**src/rtl/ev2_phy_router.sv**
```systemverilog
`default_nettype none
// ============================================================================
// Module  : ev2_phy_router
// Purpose : Routes a stream of ev2 event words from one source onto one of
//           NUM_PHY physical event bridges (0 = USB, 1 = PCIe). The active
//           bridge is only re-chosen between events, optionally failing over
//           to the lowest-index bridge whose link is up. Words that cannot be
//           delivered are dropped and counted; completed events are counted.
//           A source-initiated event-path reset is fanned out to all bridges
//           and acknowledged once the relevant bridges have acknowledged.
// Ports   : clk_i, rst_n_i            clock, async active-low reset
//           src_dat_i/wr_i/last_i     event word, strobe, end-of-event flag
//           src_full_o, src_count_o   backpressure and free-word count
//           src_rst_i/src_rst_ack_o   event-path reset handshake
//           sel_i, link_up_i          requested bridge, per-bridge link state
//           phy_dat_o/wr_o/rst_o      per-bridge write side
//           phy_full_i/rst_ack_i/count_i  per-bridge status
//           active_o, frame_cnt_o, drop_cnt_o  status
// Revision: 1.0  initial release
// ============================================================================
module ev2_phy_router #(
  parameter int    NUM_PHY    = 2,
  parameter string MODE       = "FAILOVER",
  parameter int    DROP_WIDTH = 16
) (
  input  logic                    clk_i,
  input  logic                    rst_n_i,
  input  logic [15:0]             src_dat_i,
  input  logic                    src_wr_i,
  input  logic                    src_last_i,
  output logic                    src_full_o,
  output logic [15:0]             src_count_o,
  input  logic                    src_rst_i,
  output logic                    src_rst_ack_o,
  input  logic [1:0]              sel_i,
  input  logic [NUM_PHY-1:0]      link_up_i,
  output logic [16*NUM_PHY-1:0]   phy_dat_o,
  output logic [NUM_PHY-1:0]      phy_wr_o,
  output logic [NUM_PHY-1:0]      phy_rst_o,
  input  logic [NUM_PHY-1:0]      phy_full_i,
  input  logic [NUM_PHY-1:0]      phy_rst_ack_i,
  input  logic [16*NUM_PHY-1:0]   phy_count_i,
  output logic [1:0]              active_o,
  output logic [31:0]             frame_cnt_o,
  output logic [DROP_WIDTH-1:0]   drop_cnt_o
);

  localparam bit         FIXED_MODE = (MODE == "FIXED");
  localparam logic [3:0] PHY_MASK   = 4'((1 << NUM_PHY) - 1);

  typedef enum logic [1:0] {
    S_IDLE     = 2'd0,
    S_STREAM   = 2'd1,
    S_RST_WAIT = 2'd2,
    S_RST_DONE = 2'd3
  } state_t;

  state_t                  state_q, state_d;
  logic [1:0]              active_q;
  logic                    run_q;
  logic [NUM_PHY-1:0]      phy_wr_q;
  logic [16*NUM_PHY-1:0]   phy_dat_q;
  logic [31:0]             frame_q;
  logic [DROP_WIDTH-1:0]   drop_q;

  // Per-bridge status zero-padded to four entries so a 2-bit index is
  // always in range regardless of NUM_PHY.
  logic [3:0]       link4, full4, ack4;
  logic [3:0][15:0] cnt4;
  logic [1:0]       sel_eff, low_idx, choice, act;
  logic             no_link, in_rst, accept, drop, acks_ok;
  logic [3:0]       ack_mask;

  always_comb begin
    link4 = '0;
    full4 = '0;
    ack4  = '0;
    cnt4  = '0;
    for (int i = 0; i < NUM_PHY; i++) begin
      link4[i] = link_up_i[i];
      full4[i] = phy_full_i[i];
      ack4[i]  = phy_rst_ack_i[i];
      cnt4[i]  = phy_count_i[16*i +: 16];
    end
  end

  // Lowest-index bridge with link up (downward scan so index 0 wins).
  always_comb begin
    low_idx = 2'd0;
    for (int i = NUM_PHY - 1; i >= 0; i--) begin
      if (link4[i]) low_idx = 2'(i);
    end
  end

  assign sel_eff = (int'(sel_i) < NUM_PHY) ? sel_i : 2'd0;
  assign no_link = (link4 == 4'd0);

  always_comb begin
    if (FIXED_MODE)         choice = sel_eff;
    else if (no_link)       choice = active_q;
    else if (link4[sel_eff]) choice = sel_eff;
    else                    choice = low_idx;
  end

  // The selection is only live between events; inside an event the bridge
  // that took the first word keeps the rest, even if its link drops.
  assign act    = (state_q == S_IDLE) ? choice : active_q;
  assign in_rst = (state_q == S_RST_WAIT) || (state_q == S_RST_DONE);

  // run_q holds off acceptance for the first edge after reset release.
  assign src_full_o  = full4[act] | no_link | in_rst | ~run_q;
  assign src_count_o = no_link ? 16'd0 : cnt4[act];
  assign accept      = src_wr_i & ~src_full_o;
  assign drop        = src_wr_i &  src_full_o;

  // With no link anywhere, every bridge must acknowledge the reset.
  assign ack_mask = no_link ? PHY_MASK : link4;
  assign acks_ok  = ((ack4 & ack_mask) == ack_mask);

  always_comb begin
    state_d = state_q;
    unique case (state_q)
      S_IDLE: begin
        if (src_rst_i)                  state_d = S_RST_WAIT;
        else if (accept && !src_last_i) state_d = S_STREAM;
      end
      S_STREAM: begin
        if (src_rst_i)                  state_d = S_RST_WAIT;
        else if (src_wr_i && src_last_i) state_d = S_IDLE;
      end
      S_RST_WAIT: begin
        if (acks_ok)                    state_d = S_RST_DONE;
      end
      S_RST_DONE: begin
        if (!src_rst_i)                 state_d = S_IDLE;
      end
      default:                          state_d = S_IDLE;
    endcase
  end

  always_ff @(posedge clk_i or negedge rst_n_i) begin
    if (!rst_n_i) begin
      state_q  <= S_IDLE;
      active_q <= 2'd0;
      run_q    <= 1'b0;
      frame_q  <= '0;
      drop_q   <= '0;
    end else begin
      state_q  <= state_d;
      active_q <= act;
      run_q    <= 1'b1;
      if (state_d == S_RST_DONE && state_q != S_RST_DONE) begin
        frame_q <= '0;
        drop_q  <= '0;
      end else begin
        if (accept && src_last_i) frame_q <= frame_q + 32'd1;
        if (drop && (drop_q != {DROP_WIDTH{1'b1}})) drop_q <= drop_q + 1'b1;
      end
    end
  end

  for (genvar g = 0; g < NUM_PHY; g++) begin : g_phy
    always_ff @(posedge clk_i or negedge rst_n_i) begin
      if (!rst_n_i) begin
        phy_wr_q[g]            <= 1'b0;
        phy_dat_q[16*g +: 16]  <= 16'd0;
      end else begin
        phy_wr_q[g] <= accept && (act == 2'(g));
        if (accept && (act == 2'(g))) phy_dat_q[16*g +: 16] <= src_dat_i;
      end
    end
  end

  assign phy_wr_o      = phy_wr_q;
  assign phy_dat_o     = phy_dat_q;
  assign phy_rst_o     = {NUM_PHY{in_rst}};
  assign src_rst_ack_o = (state_q == S_RST_DONE);
  assign active_o      = active_q;
  assign frame_cnt_o   = frame_q;
  assign drop_cnt_o    = drop_q;

endmodule
`default_nettype wire

```
**config.mk**
```make
export PLATFORM = sky130hd
export DESIGN_NAME = ev2_phy_router
export DESIGN_NICKNAME = d
export VERILOG_FILES = /design/src/rtl/ev2_phy_router.sv
export SDC_FILE = /design/constraint.sdc
export NUM_CORES = 1
export LEC_CHECK = 0
export CORE_MARGIN = 1.5
export CORE_UTILIZATION = 45
export DETAILED_ROUTE_END_ITERATION = 10
export PLACE_DENSITY = 0.8
export SETUP_SLACK_MARGIN = 0.1
export SYNTH_ARGS = -nofsm -noshare
export SYNTH_HDL_FRONTEND = slang
export SYNTH_SLANG_ARGS = --single-unit
```
**constraint.sdc**
```tcl
create_clock -name clk_i -period 2.5 [get_ports clk_i]
set_clock_uncertainty 0.05 [all_clocks]
set_input_delay 0.5 -clock clk_i [delete_from_list [all_inputs] [get_ports clk_i]]
set_output_delay 0.5 -clock clk_i [all_outputs]
set_load 0.01 [all_outputs]
```
Fig. 1: run 1, placement view
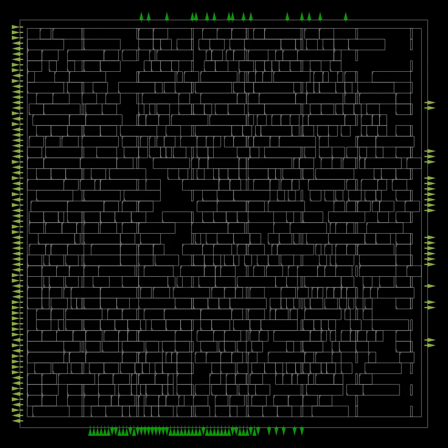
Finished Core Util: 0.765
total number of placement rows: 36
number of sequential cells in the layout: 87

Fig. 2: run 1, sequential cells coloured by netlist name
Other sequential cells in the stronger grey, the rest of the logic in the fainter grey.
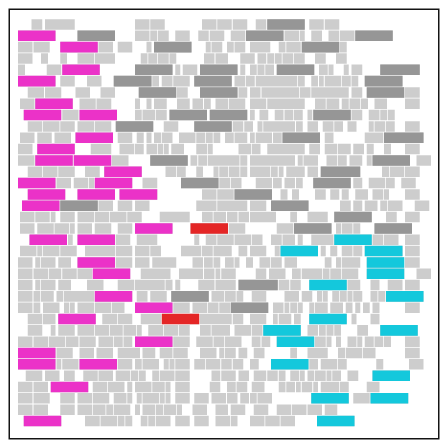
Key: red = `active_o` [flops 2]; magenta = `phy_dat_o` [flops 32, where a column on the left]; cyan = `drop_cnt_o` [flops 16]
Another 37 sequential cells are not coloured.
Sequential Area: 0.00218 mm²
register share of the cell area: 0.293
power of the sequential group: 1.82 mW

==> impl_metrics.ini, run 1 <==
; yosys + openroad results
[clock_tree]
insertion_delay_ns = 0.38
postCtsSetupRepairBufs = 5
post_cts_resize_count = 105
path_clk_slew_ns = 0.09
cts_tree = built
root_buffer = sky130_fd_sc_hd__clkbuf_8
htreeDepth = 3
cts_hold_repair.buffers = 0

[synth]
net_count_of_the_mapped_netlist = 525
yosys-stat-cells = 462
yosysTopAreaCellShare = 0.486
synthFlopType = sky130_fd_sc_hd__dfrtp_1
post_synth_num_cell_types = 50
ys_chip_area_mm2 = 0.00448
yosys.area.top_type = sky130_fd_sc_hd__dfrtp_1
syn_area_mm2 = 0.00448
post_synth.cell_area_avg_um2 = 9.69
yosysWarningCount = 0
synth_sequential_area_ratio = 0.486
edf_count = 0
yosys-top-cells-area = sky130_fd_sc_hd__dfrtp_1, sky130_fd_sc_hd__a21oi_1, sky130_fd_sc_hd__nand2_1

[final_timing]
final.min_clock_period_ns = 2.50
period_used_share = 0.999
rsz0062_at_grt = true
drv_slew = 0
tightest_slew_ns = 0.552
finalSetupViolations = 0

[power]
power.internal_mw = 3.41
switching_share = 0.348
p_seq_frac = 0.348
switchingPower_mw = 1.82
power.share.combinational = 0.456
power.leakage_nw = 3.09
comb-power_mw = 2.39
clock_power_share = 0.195
power_clock_mw = 1.02

[outcome]
run_status = finished, final reports clean

[final_layout]
area.combinational_mm2 = 0.00250
area_growth_syn_to_layout_pct = 66.2
lay_top_cells = sky130_fd_sc_hd__clkdlybuf4s50_1, sky130_fd_sc_hd__dfrtp_1, sky130_fd_sc_hd__nand2_1

[routing]
drtIter0Drc = 208
drt-vias-per-instance = 5.69
drt_first_pass_iters = 6
post_drt_wl_per_cell_um = 18.3
drcViolationCount = 0

[floorplan]
starting_density = 0.460
core_region_area_mm2 = 0.00973
die_y_um = 103

[critical_path]
worst_setup_path_start_kind = flip-flop
startpoint = state_q[1]
cp_slowest_cell = sky130_fd_sc_hd__dfrtp_2
critPathBufInv = 3
timing.critical_path.depth = 8
critPathCapture = src_count_o[6]
reg2reg_from = state_q[0]
timing.critical_path.arrival_ns = 1.95
reg2reg_capture_point = frame_cnt_o[15]
setup.reg_to_reg.worst_slack_ns = 0.09
crit_path_cell_trace = nor2_4, a21o_1, nand2_4, inv_8, buf_8, nand2_2, a21oi_1, buf_2
timing.reg2reg.worst_path_depth = 10
worst_setup_path_end_kind = output pin

[grt]
vias_in_the_first_global_route = 4585
grtUsageTotal = 0.278
overflow = 0
initial_antenna_violation_count = 0

[flow_run]
max_cap_violations = 0

[place]
port_buffers = 164
gpl.final_weighted_congestion = 0.903
post-place-ws_ns = -0.771
Fig. 3: run 1, met4 routing
Scale bar: 20 µm. Supply wires on this layer in grey.
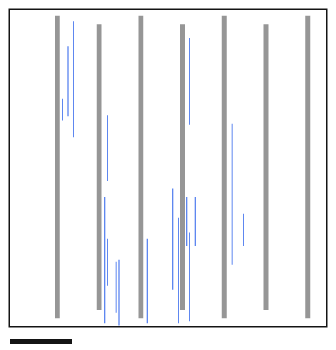
The layer holds 2.8% of the routed length. The layer carries 418 µm of wire. 14 nets have wire on it. The wires run mostly vertical. The longest straight run is 45.6 µm.

-- run 1: synth_stat cells, types with 2 or more instances --
master,count
sky130_fd_sc_hd__dfrtp_1,87
sky130_fd_sc_hd__nand2_1,64
sky130_fd_sc_hd__a21oi_1,55
sky130_fd_sc_hd__o31ai_1,22
sky130_fd_sc_hd__or4_1,22
sky130_fd_sc_hd__nand3_1,20
sky130_fd_sc_hd__or3_1,20
sky130_fd_sc_hd__mux2_1,18
sky130_fd_sc_hd__nor2_1,17
sky130_fd_sc_hd__mux2_2,14
sky130_fd_sc_hd__clkbuf_1,12
sky130_fd_sc_hd__nand4_1,11
sky130_fd_sc_hd__o21ai_0,10
sky130_fd_sc_hd__o21ai_1,8
sky130_fd_sc_hd__buf_2,7
sky130_fd_sc_hd__and2_1,6
sky130_fd_sc_hd__and3_1,5
sky130_fd_sc_hd__inv_1,4
sky130_fd_sc_hd__nand2b_1,4
sky130_fd_sc_hd__nor4_1,4
sky130_fd_sc_hd__or2_1,4
sky130_fd_sc_hd__a21o_1,3
sky130_fd_sc_hd__a31o_2,3
sky130_fd_sc_hd__nand3b_1,3
sky130_fd_sc_hd__nor3_1,3
sky130_fd_sc_hd__o21a_1,3
sky130_fd_sc_hd__o31a_1,3
sky130_fd_sc_hd__and4_1,2
sky130_fd_sc_hd__buf_1,2
sky130_fd_sc_hd__buf_4,2
sky130_fd_sc_hd__clkinv_1,2
sky130_fd_sc_hd__ha_1,2
sky130_fd_sc_hd__nor2b_1,2
sky130_fd_sc_hd__xnor2_1,2
-- run 1: worst min-delay path by stage --
stage	start	end	slack, ns	cells after the start
6_report	rst_n_i	phy_dat_o[17]	0.08	2
5_1_grt	rst_n_i	phy_dat_o[1]	0.15	2
4_1_cts	rst_n_i	phy_dat_o[17]	0.12	2
3_5_place_dp	phy_dat_o[22]	phy_dat_o[22]	0.43	1
3_3_place_gp	phy_dat_o[31]	phy_dat_o[31]	0.42	1
2_1_floorplan	rst_n_i	active_o[0]	0.15	0
-- run 1: layer usage --
metal / part of all wire / track usage / up-vias
met5: 0 / 0 / -
met4: 0.028 / 0.125 / 0
met1: 0.39 / 0.333 / 2326
li1: - / - / 2169
met3: 0.072 / 0.0895 / 36
met2: 0.51 / 0.458 / 180
-- run 1: cell type report --
cell class / count / share of cell area
clock inverters: 4 / 0.00723
well taps: 133 / 0.0224
clock buffers: 11 / 0.0190
flip-flops and latches: 87 / 0.293
repair buffers: 241 / 0.318
inverters: 7 / 0.00454
multi-input cells: 345 / 0.336
-- run 1: per-stage QoR --
stage	util	power, mW	cells
after detailed placement	0.682	3.77	788
after floorplan	-	2.58	462
after global placement	0.682	3.70	788
after global routing	0.765	5.45	828
final	0.765	5.23	828
after CTS	0.715	4.92	811
-- run 1: logic make-up (layout without fill, tap and decap cells) --
logic type	Yosys count	after routing	share of synthesized area
and+or+nand+nor	195	195	0.240
AOI/OAI and AO/OA	111	111	0.150
DFF	87	87	0.486
muxes	33	33	0.0827
buffers and inverters	30	263	0.0288
xor gates and xnor gates	3	3	0.00587
adders and majority gates	2	2	0.00559
other	1	1	0.000837
==> run 2, diff against run 1 <==
--- a/config.mk
+++ b/config.mk
@@ -10,6 +10,7 @@
 export DETAILED_ROUTE_END_ITERATION = 10
 export PLACE_DENSITY = 0.8
 export SETUP_SLACK_MARGIN = 0.1
+export SLEW_MARGIN = 15
 export SYNTH_ARGS = -nofsm -noshare
 export SYNTH_HDL_FRONTEND = slang
 export SYNTH_SLANG_ARGS = --single-unit
Fig. 4: run 2, clock distribution
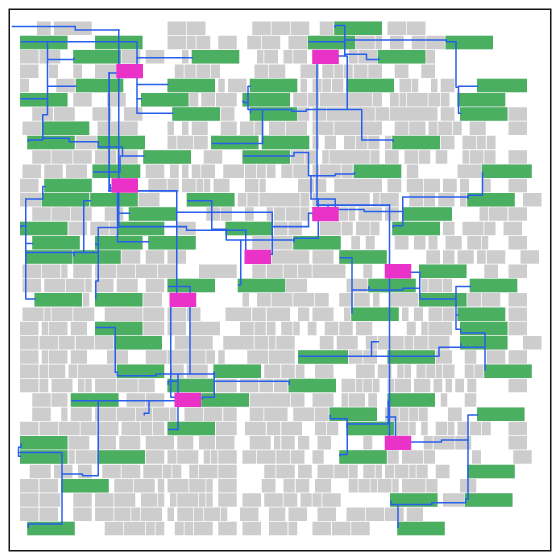
Key: green = flip-flops [count 87]; magenta = clock drivers [count 9]; blue = clock wires [length 1150 µm]
Position of the flops: widely spread. There are 10 routed clock nets.

==> run 2 against run 1 <==
Combinational power barely moved; register-to-register slack hardly changed; flip-flop count stayed put; non-clock buffer count unchanged; critical endpoint unchanged; global-route usage did not move; critical path depth unchanged; synthesized area did not move; largest power group unchanged.
==> impl_metrics.ini, run 2 <==
; yosys + openroad results
[outcome]
run_status = finished, final reports clean

[routing]
drcViolationCount = 0
top_layer_used = met4
met3RoutedLength_mm = 1.10
final_antenna_net_count = 0
drt-vias-per-instance = 5.69
drtIter0Drc = 208
post_drt_wl_per_cell_um = 18.3

[synth]
ys_chip_area_mm2 = 0.00448
net_count_of_the_mapped_netlist = 525
post_synth_most_frequent_cells = sky130_fd_sc_hd__dfrtp_1, sky130_fd_sc_hd__nand2_1, sky130_fd_sc_hd__a21oi_1, sky130_fd_sc_hd__o31ai_1, sky130_fd_sc_hd__or4_1
syn_area_mm2 = 0.00448
edf_count = 0
yosysTopAreaCellShare = 0.486
synth_sequential_area_ratio = 0.486
post_synth.cell_area_avg_um2 = 9.69
yosys-top-cells-area = sky130_fd_sc_hd__dfrtp_1, sky130_fd_sc_hd__a21oi_1, sky130_fd_sc_hd__nand2_1
yosys.area.top_type = sky130_fd_sc_hd__dfrtp_1
post_synth_num_cell_types = 50
yosys-stat-cells = 462

[final_timing]
rsz0062_at_grt = true
finalSetupViolations = 0
period_used_share = 0.999
final.min_clock_period_ns = 2.50
drv_slew = 0
tightest_slew_ns = 0.552

[critical_path]
reg2reg_from = state_q[0]
timing.reg2reg.worst_path_depth = 10
setup.reg_to_reg.worst_slack_ns = 0.09
crit_path_cell_trace = nor2_4, a21o_1, nand2_4, inv_8, buf_8, nand2_2, a21oi_1, buf_2
worst_setup_path_end_kind = output pin
cp_slowest_cell = sky130_fd_sc_hd__dfrtp_2
timing.critical_path.depth = 8
critPathBufInv = 3

[final_layout]
area_growth_syn_to_layout_pct = 66.2
lay_top_cells = sky130_fd_sc_hd__clkdlybuf4s50_1, sky130_fd_sc_hd__dfrtp_1, sky130_fd_sc_hd__nand2_1
final_util = 0.765

[floorplan]
std_cell_rows = 36
die_y_um = 103
starting_density = 0.460

[place]
post-place-ws_ns = -0.771
gpl.final_weighted_congestion = 0.903

[grt]
overflow = 0
vias_in_the_first_global_route = 4585
grtUsageTotal = 0.278
initial_antenna_violation_count = 0

[clock_tree]
cts_hold_repair.buffers = 0
path_clk_slew_ns = 0.09
htreeDepth = 3
root_buffer = sky130_fd_sc_hd__clkbuf_8
insertion_delay_ns = 0.38
cts_tree = built

[flow_run]
max_cap_violations = 0
Fig. 5: run 2, placement view
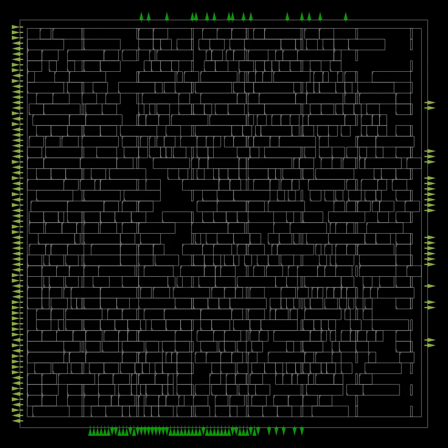
filler cell count: 671
# Taps: 133
final cell count without fillers: 828
Placeable Area: 0.00973 mm²

run 2: cell type report:
cell class                 instances  area (µm²)
sequential                        87        2180
clock inverter                     4        53.8
inverter                           7        33.8
tap                              133         166
fill                             671        2290
clock buffer                      11         141
multi-input combinational        345        2500
timing repair buffer             241        2360
run 2: worst min-delay path by stage:
stage               endpoint  slack (ns)          start
2_1_floorplan    active_o[0]        0.15        rst_n_i
3_3_place_gp   phy_dat_o[31]        0.42  phy_dat_o[31]
3_5_place_dp   phy_dat_o[22]        0.43  phy_dat_o[22]
4_1_cts        phy_dat_o[17]        0.12        rst_n_i
5_1_grt         phy_dat_o[1]        0.15        rst_n_i
6_report       phy_dat_o[17]        0.08        rst_n_i
run 2: routing by layer:
metal,vias up,track usage
met5,-,0
met4,0,0.125
met3,36,0.0895
met2,180,0.458
met1,2326,0.333
li1,2169,-
run 2: logic make-up after synthesis:
kind of cell	count (synthesis)	synth area share
compound gates	111	0.150
xor+xnor	3	0.00587
fa+ha+maj	2	0.00559
buf+inv	30	0.0288
flops	87	0.486
mux	33	0.0827
other cells	1	0.000837
simple gates	195	0.240
run 2: timing repair:
| action | CTS | global route |
|---|---|---|
| pin swaps | 13 | 36 |
| gates resized | 105 | 83 |
| buffers inserted | 5 | 11 |
| setup endpoints to repair | 78 | 70 |
| cloned | 3 | 7 |
run 2: report_power, final:
group	switching (mW)	internal [mW]	leakage [nW]	total [mW]
Sequential	0.174	1.65	1.16	1.82
Clock	0.532	0.488	0.0920	1.02
Combinational	1.12	1.27	1.84	2.39
Power and IR drop assume default switching activity.
